===== src/rtl/data_mem_arb_pkg.sv =====
// rtl/data_mem_arb_pkg.sv - shared types and default sizes for the data memory arbiter
package data_mem_arb_pkg;

    localparam int DEF_ADDR_W    = 64;
    localparam int DEF_DATA_W    = 64;
    localparam int DEF_MEM_DEPTH = 64;

    typedef enum logic [1:0] {
        IDLE  = 2'd0,
        ISSUE = 2'd1,
        RESP  = 2'd2
    } arbState_t;

    typedef struct packed {
        logic                  write;
        logic [DEF_ADDR_W-1:0] addr;
        logic [DEF_DATA_W-1:0] wdata;
    } memReq_t;

endpackage


===== src/rtl/rr_arbiter2.sv =====
// rtl/rr_arbiter2.sv - two-way round-robin arbiter with a one-bit last-grant pointer
module rr_arbiter2 (
    input  logic       clock,
    input  logic       reset_n,
    input  logic [1:0] req,
    input  logic       update,
    output logic [1:0] grant
);

    logic lastGrant;

    // On contention the port that did not win last time goes first.
    always_comb begin
        grant = req;
        if (req == 2'b11) begin
            grant = lastGrant ? 2'b01 : 2'b10;
        end
    end

    // Reset points at port 1 so port 0 takes the first contended grant.
    always_ff @(posedge clock or negedge reset_n) begin
        if (!reset_n) begin
            lastGrant <= 1'b1;
        end else if (update && (|req)) begin
            lastGrant <= grant[1];
        end
    end

endmodule


===== src/rtl/data_mem_arbiter.sv =====
// rtl/data_mem_arbiter.sv - two-port arbiter sequencing data memory accesses through IDLE/ISSUE/RESP
// Optional DATA_MEM_ARB_RANGE_CHECK_EN blocks and flags accesses at or beyond MEM_DEPTH.
module data_mem_arbiter
    import data_mem_arb_pkg::*;
#(
    parameter int ADDR_W    = DEF_ADDR_W,
    parameter int DATA_W    = DEF_DATA_W,
    parameter int MEM_DEPTH = DEF_MEM_DEPTH
) (
    input  logic              clock,
    input  logic              reset_n,
    input  logic              req0_valid,
    input  logic              req0_write,
    input  logic [ADDR_W-1:0] req0_addr,
    input  logic [DATA_W-1:0] req0_wdata,
    output logic              req0_ready,
    output logic              rsp0_valid,
    output logic [DATA_W-1:0] rsp0_rdata,
    output logic              rsp0_err,
    input  logic              req1_valid,
    input  logic              req1_write,
    input  logic [ADDR_W-1:0] req1_addr,
    input  logic [DATA_W-1:0] req1_wdata,
    output logic              req1_ready,
    output logic              rsp1_valid,
    output logic [DATA_W-1:0] rsp1_rdata,
    output logic              rsp1_err,
    output logic [ADDR_W-1:0] mem_addr,
    output logic [DATA_W-1:0] mem_wdata,
    output logic              mem_read,
    output logic              mem_write,
    input  logic [DATA_W-1:0] mem_rdata
);

    arbState_t   state;
    memReq_t     curReq;
    memReq_t     inReq;
    logic        owner;
    logic [1:0]  grant;
    logic        canAccept;
    logic        accept;
    logic        inErr;
    logic        curErr;
    logic [DATA_W-1:0] issueData;

    // Ready is gated by reset so nothing is accepted while reset is held.
    assign canAccept  = reset_n && ((state == IDLE) || (state == RESP));
    assign accept     = canAccept && (req0_valid || req1_valid);
    assign req0_ready = canAccept && grant[0];
    assign req1_ready = canAccept && grant[1];

    rr_arbiter2 arbiter (
        .clock   (clock),
        .reset_n (reset_n),
        .req     ({req1_valid, req0_valid}),
        .update  (accept),
        .grant   (grant)
    );

    always_comb begin
        inReq = '{write: req0_write, addr: req0_addr, wdata: req0_wdata};
        if (grant[1]) begin
            inReq = '{write: req1_write, addr: req1_addr, wdata: req1_wdata};
        end
    end

    assign mem_addr  = curReq.addr;
    assign mem_wdata = curReq.wdata;
    assign issueData = (curReq.write || curErr) ? '0 : mem_rdata;

`ifdef DATA_MEM_ARB_RANGE_CHECK_EN
    assign inErr = (inReq.addr >= ADDR_W'(MEM_DEPTH));

    always_ff @(posedge clock or negedge reset_n) begin
        if (!reset_n) begin
            curErr   <= 1'b0;
            rsp0_err <= 1'b0;
            rsp1_err <= 1'b0;
        end else begin
            if (accept) begin
                curErr <= inErr;
            end
            if (state == ISSUE) begin
                if (owner) begin
                    rsp1_err <= curErr;
                end else begin
                    rsp0_err <= curErr;
                end
            end
        end
    end
`else
    assign inErr    = 1'b0;
    assign curErr   = 1'b0;
    assign rsp0_err = 1'b0;
    assign rsp1_err = 1'b0;
`endif

    always_ff @(posedge clock or negedge reset_n) begin
        if (!reset_n) begin
            state      <= IDLE;
            curReq     <= '0;
            owner      <= 1'b0;
            mem_read   <= 1'b0;
            mem_write  <= 1'b0;
            rsp0_valid <= 1'b0;
            rsp1_valid <= 1'b0;
            rsp0_rdata <= '0;
            rsp1_rdata <= '0;
        end else begin
            mem_read   <= 1'b0;
            mem_write  <= 1'b0;
            rsp0_valid <= 1'b0;
            rsp1_valid <= 1'b0;
            case (state)
                IDLE, RESP: begin
                    if (accept) begin
                        curReq    <= inReq;
                        owner     <= grant[1];
                        mem_read  <= !inReq.write && !inErr;
                        mem_write <= inReq.write && !inErr;
                        state     <= ISSUE;
                    end else begin
                        state <= IDLE;
                    end
                end
                ISSUE: begin
                    state <= RESP;
                    if (owner) begin
                        rsp1_valid <= 1'b1;
                        rsp1_rdata <= issueData;
                    end else begin
                        rsp0_valid <= 1'b1;
                        rsp0_rdata <= issueData;
                    end
                end
                default: state <= IDLE;
            endcase
        end
    end

endmodule


===== config.mk =====
export PLATFORM = sky130hd
export DESIGN_NAME = data_mem_arbiter
export DESIGN_NICKNAME = d
export VERILOG_FILES = /design/src/rtl/data_mem_arb_pkg.sv /design/src/rtl/rr_arbiter2.sv /design/src/rtl/data_mem_arbiter.sv
export SDC_FILE = /design/constraint.sdc
export NUM_CORES = 1
export LEC_CHECK = 0
export CORE_AREA = 2 2 230 232
export DETAILED_ROUTE_END_ITERATION = 8
export DIE_AREA = 0 0 232 234
export HOLD_SLACK_MARGIN = 0.06
export PLACE_DENSITY = 0.49
export SYNTH_ARGS = -nofsm -noshare
export SYNTH_HDL_FRONTEND = slang
export SYNTH_SLANG_ARGS = --single-unit

===== constraint.sdc =====
create_clock -name clock -period 1.9 [get_ports clock]
set_input_delay 0.19 -clock clock [delete_from_list [all_inputs] [get_ports clock]]
set_output_delay 0.19 -clock clock [all_outputs]
set_load 0.02 [all_outputs]

Metal 1:
Bar = 50 um. Supply wires on this layer in gray.
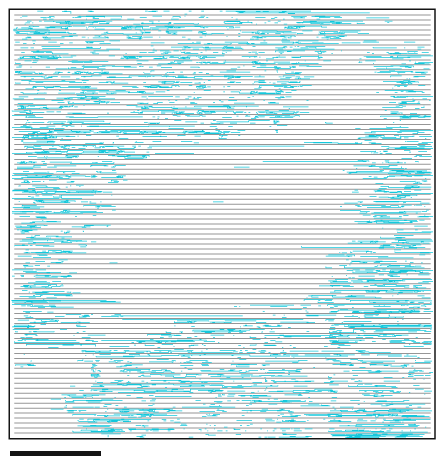
share of all routed wire = 37%
wire length on this layer = 16,200 um
main direction = horizontal
nets with wire on the layer = 1,658
longest straight run = 98.9 um
met1 Resource Use GR: 0.167
WL final: 43.3 mm
vias: 9,149

Met2 routing:
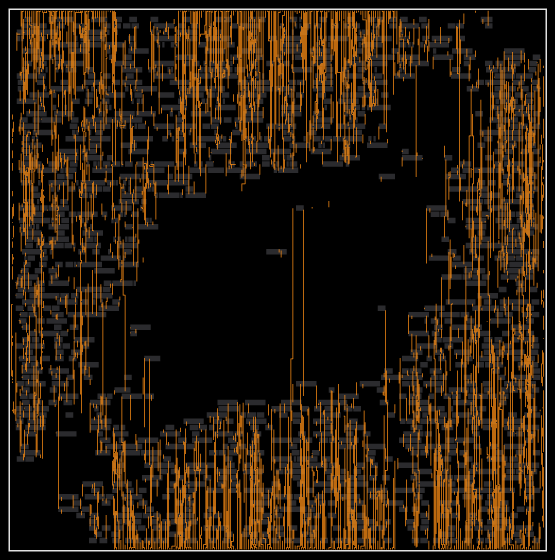
wire length on this layer = 22.3 mm
longest straight run = 98.1 um
GR Util met2: 0.278

Signal wires on met3:
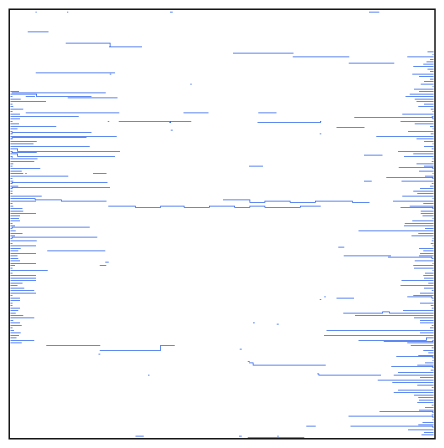
share of all routed wire = 8.8%
longest straight run = 59.6 um
wire length on this layer = 3,820 um
main direction = horizontal
nets with wire on the layer = 274

Signal wires on met4:
Supply wires on this layer in gray.
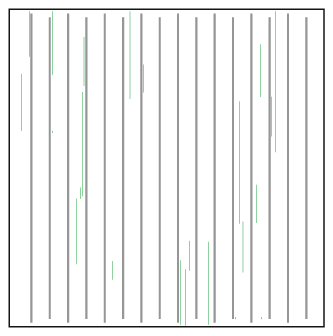
longest straight run = 104 um
share of all routed wire = 2.1%

==> reports/qor.yml <==
placed_design:
  placed_cells_incl_taps: 2181
  place_hpwl_mm: 32.8
  place_area_sq_mm: 0.0183
  place.gp.congestion: 0.800
  portBuffers: 587
  place_ws_ns: -0.419
sta:
  setup_viol: 0
  drv_slew: 0
  slew_headroom: 0.561
  rsz0062_at_grt: "true"
  fmax_mhz: 531
  final.min_clock_period_ns: 1.88
  period_used_share: 0.991
  final.setup_skew_ns: 0.0190
  hold_ws_ns: 0.224
  worst_pin_slew_ns: 0.658
  final-hold-violation-count: 0
  timing.setup.tns_ns: 0
  setup_slack_ns: 0.0176
worst_setup_path:
  path_delay_family: "multiplexers"
  cp-endpoint: "mem_addr[40]$_DFFE_PN0P_"
  timing.critical_path.slowest_stage_cell: "dfstp_2"
  reg2reg_depth: 5
  cp.depth: 5
  path_cells: "a21bo_4 > buf_12 > clkbuf_16 > mux2_1 > mux2_2"
  r2r_slack_ns: 0.02
  setup.worst_path.start_class: "flop"
  worstPathRequired_ns: 2.30
  crit_path_max_incr_delay_ns: 0.54
  crit-reg2reg-launch: "arbiter.lastGrant$_DFFE_PN1P_"
  cp.arrival_ns: 2.29
  cp.buffers_inverters: 2
  reg2reg_to: "mem_addr[40]$_DFFE_PN0P_"
  crit_fanout: 14
  worstSetupPathType: "reg2reg"
  cp-end-kind: "flop"
min_path:
  hp-start: "mem_rdata[23]"
  holdPathStages: 3
  hold_path_class: "in2reg"
  min_to: "rsp0_rdata[23]$_DFFE_PN0P_"
cells_and_area:
  nets: 1861
  nFillCells: 5125
  utilization: 0.375
  final_cells: 2245
  logic_area_sq_mm: 0.00448
  regArea_sq_mm: 0.00663
  layout-drive-gt1-share: 0.177
  layout_top_cells: "clkdlybuf4s50_1 (584), dfrtp_1 (264), nand2_1 (193)"
  area_growth_pct: 58.2
  design_area_sq_mm: 0.0195
die:
  die-area_sq_mm: 0.0543
  fp_util: 0.237
  core_area_sq_mm: 0.0520
  rows: 84
  ios: 590
  die_w_um: 232
clocking:
  cts_buffer_depth: 3
  cts_sinks: 265
  clk_transition_reported_paths_ns: 0.06
  htree_num_levels: 2
  cts_root_buffer: "clkbuf_16"
  cts_buffers: 35
  cts_setup_buffers: 0
  cts_tree: "done"
  cts-resized-gates: 13
  worstSkewPairLatency_ns: 0.53
yosys:
  synth-adder-area-share: 0
  ys_sh_aoi: 0.0550
  simple_gate_share: 0.0624
  synth_area_leader_cell: "dfrtp_1"
  synth_area_sq_mm: 0.0123
  synthArstFlopShare: 1.00
  area_leaders: "dfrtp_1 (54%), mux2_2 (14%), mux2_1 (9.1%)"
  edf_count: 0
  ys_ff: 265
  xor_area_frac: 0
  synthDistinctLibCells: 26
  logic_family: "multiplexers"
  ys_cells: 1056
  synth_seq_share: 0.537
  ys_sh_mux: 0.235
  syn_area_per_cell_sq_um: 11.7
  synthDominantCellAreaShare: 0.535
  syn_inst: 1056
  synth_warnings: 0
  flop_cell: "dfrtp_1"
  ys_area_sq_mm: 0.0123
global_routing:
  grt_max_degree: 130
  grt_pass1_wl_mm: 62.2
  top_usage_layer: "met2"
  grt_pass1_vias: 9678
  antenna_found_initial: 4
  gr-total-overflow: 0
  grt_use_met3: 0.0573
  grt.total_usage: 0.153
routing:
  met2_length_mm: 22.3
  wl_met1_mm: 16.2
  firstDrtPassIters: 4
  wl_met3_mm: 3.82
  wl_per_cell_um: 19.3
  drt_first_iter_violations: 302
  drc: 0
  top_layer_used: "met5"
  viasPerCell: 4.08
flow_run:
  maxCapViolCount: 0
  warnings: 34
power:
  total_leakage_power_nw: 8.17
  pwr_density_cell_mw_per_mm2: 1210
  peakVddDrop_v: 0.000820
  total_power_mw: 23.7
outcome:
  status: "complete, no violations"
area by class of cell:
class                   count  share of cell area
diodes                      1            0.000128
clock inverters             8             0.00275
well taps                 688              0.0441
clock buffers              50              0.0503
repair buffers            634               0.333
multi-input cells         594               0.229
inverters                   5             0.00109
flip-flops and latches    265               0.340
where the power goes:
group,internal [mW],switching [mW],total [mW]
logic,4.75,4.71,9.46
clock network,3.59,2.46,6.05
registers,7.32,0.891,8.21
synth_stat cells (2+ instances only):
library cell    n
nor2b_1         2
mux2_1        100
mux2i_1         2
nand2_1       193
buf_6          11
dfrtp_1       264
buf_2           9
o21ai_1        10
clkbuf_1       30
buf_4         139
o21ai_0       119
mux2_2        156
inv_1           4
a21oi_1         2
buf_1           4
Power is estimated from default activity; no workload was simulated.
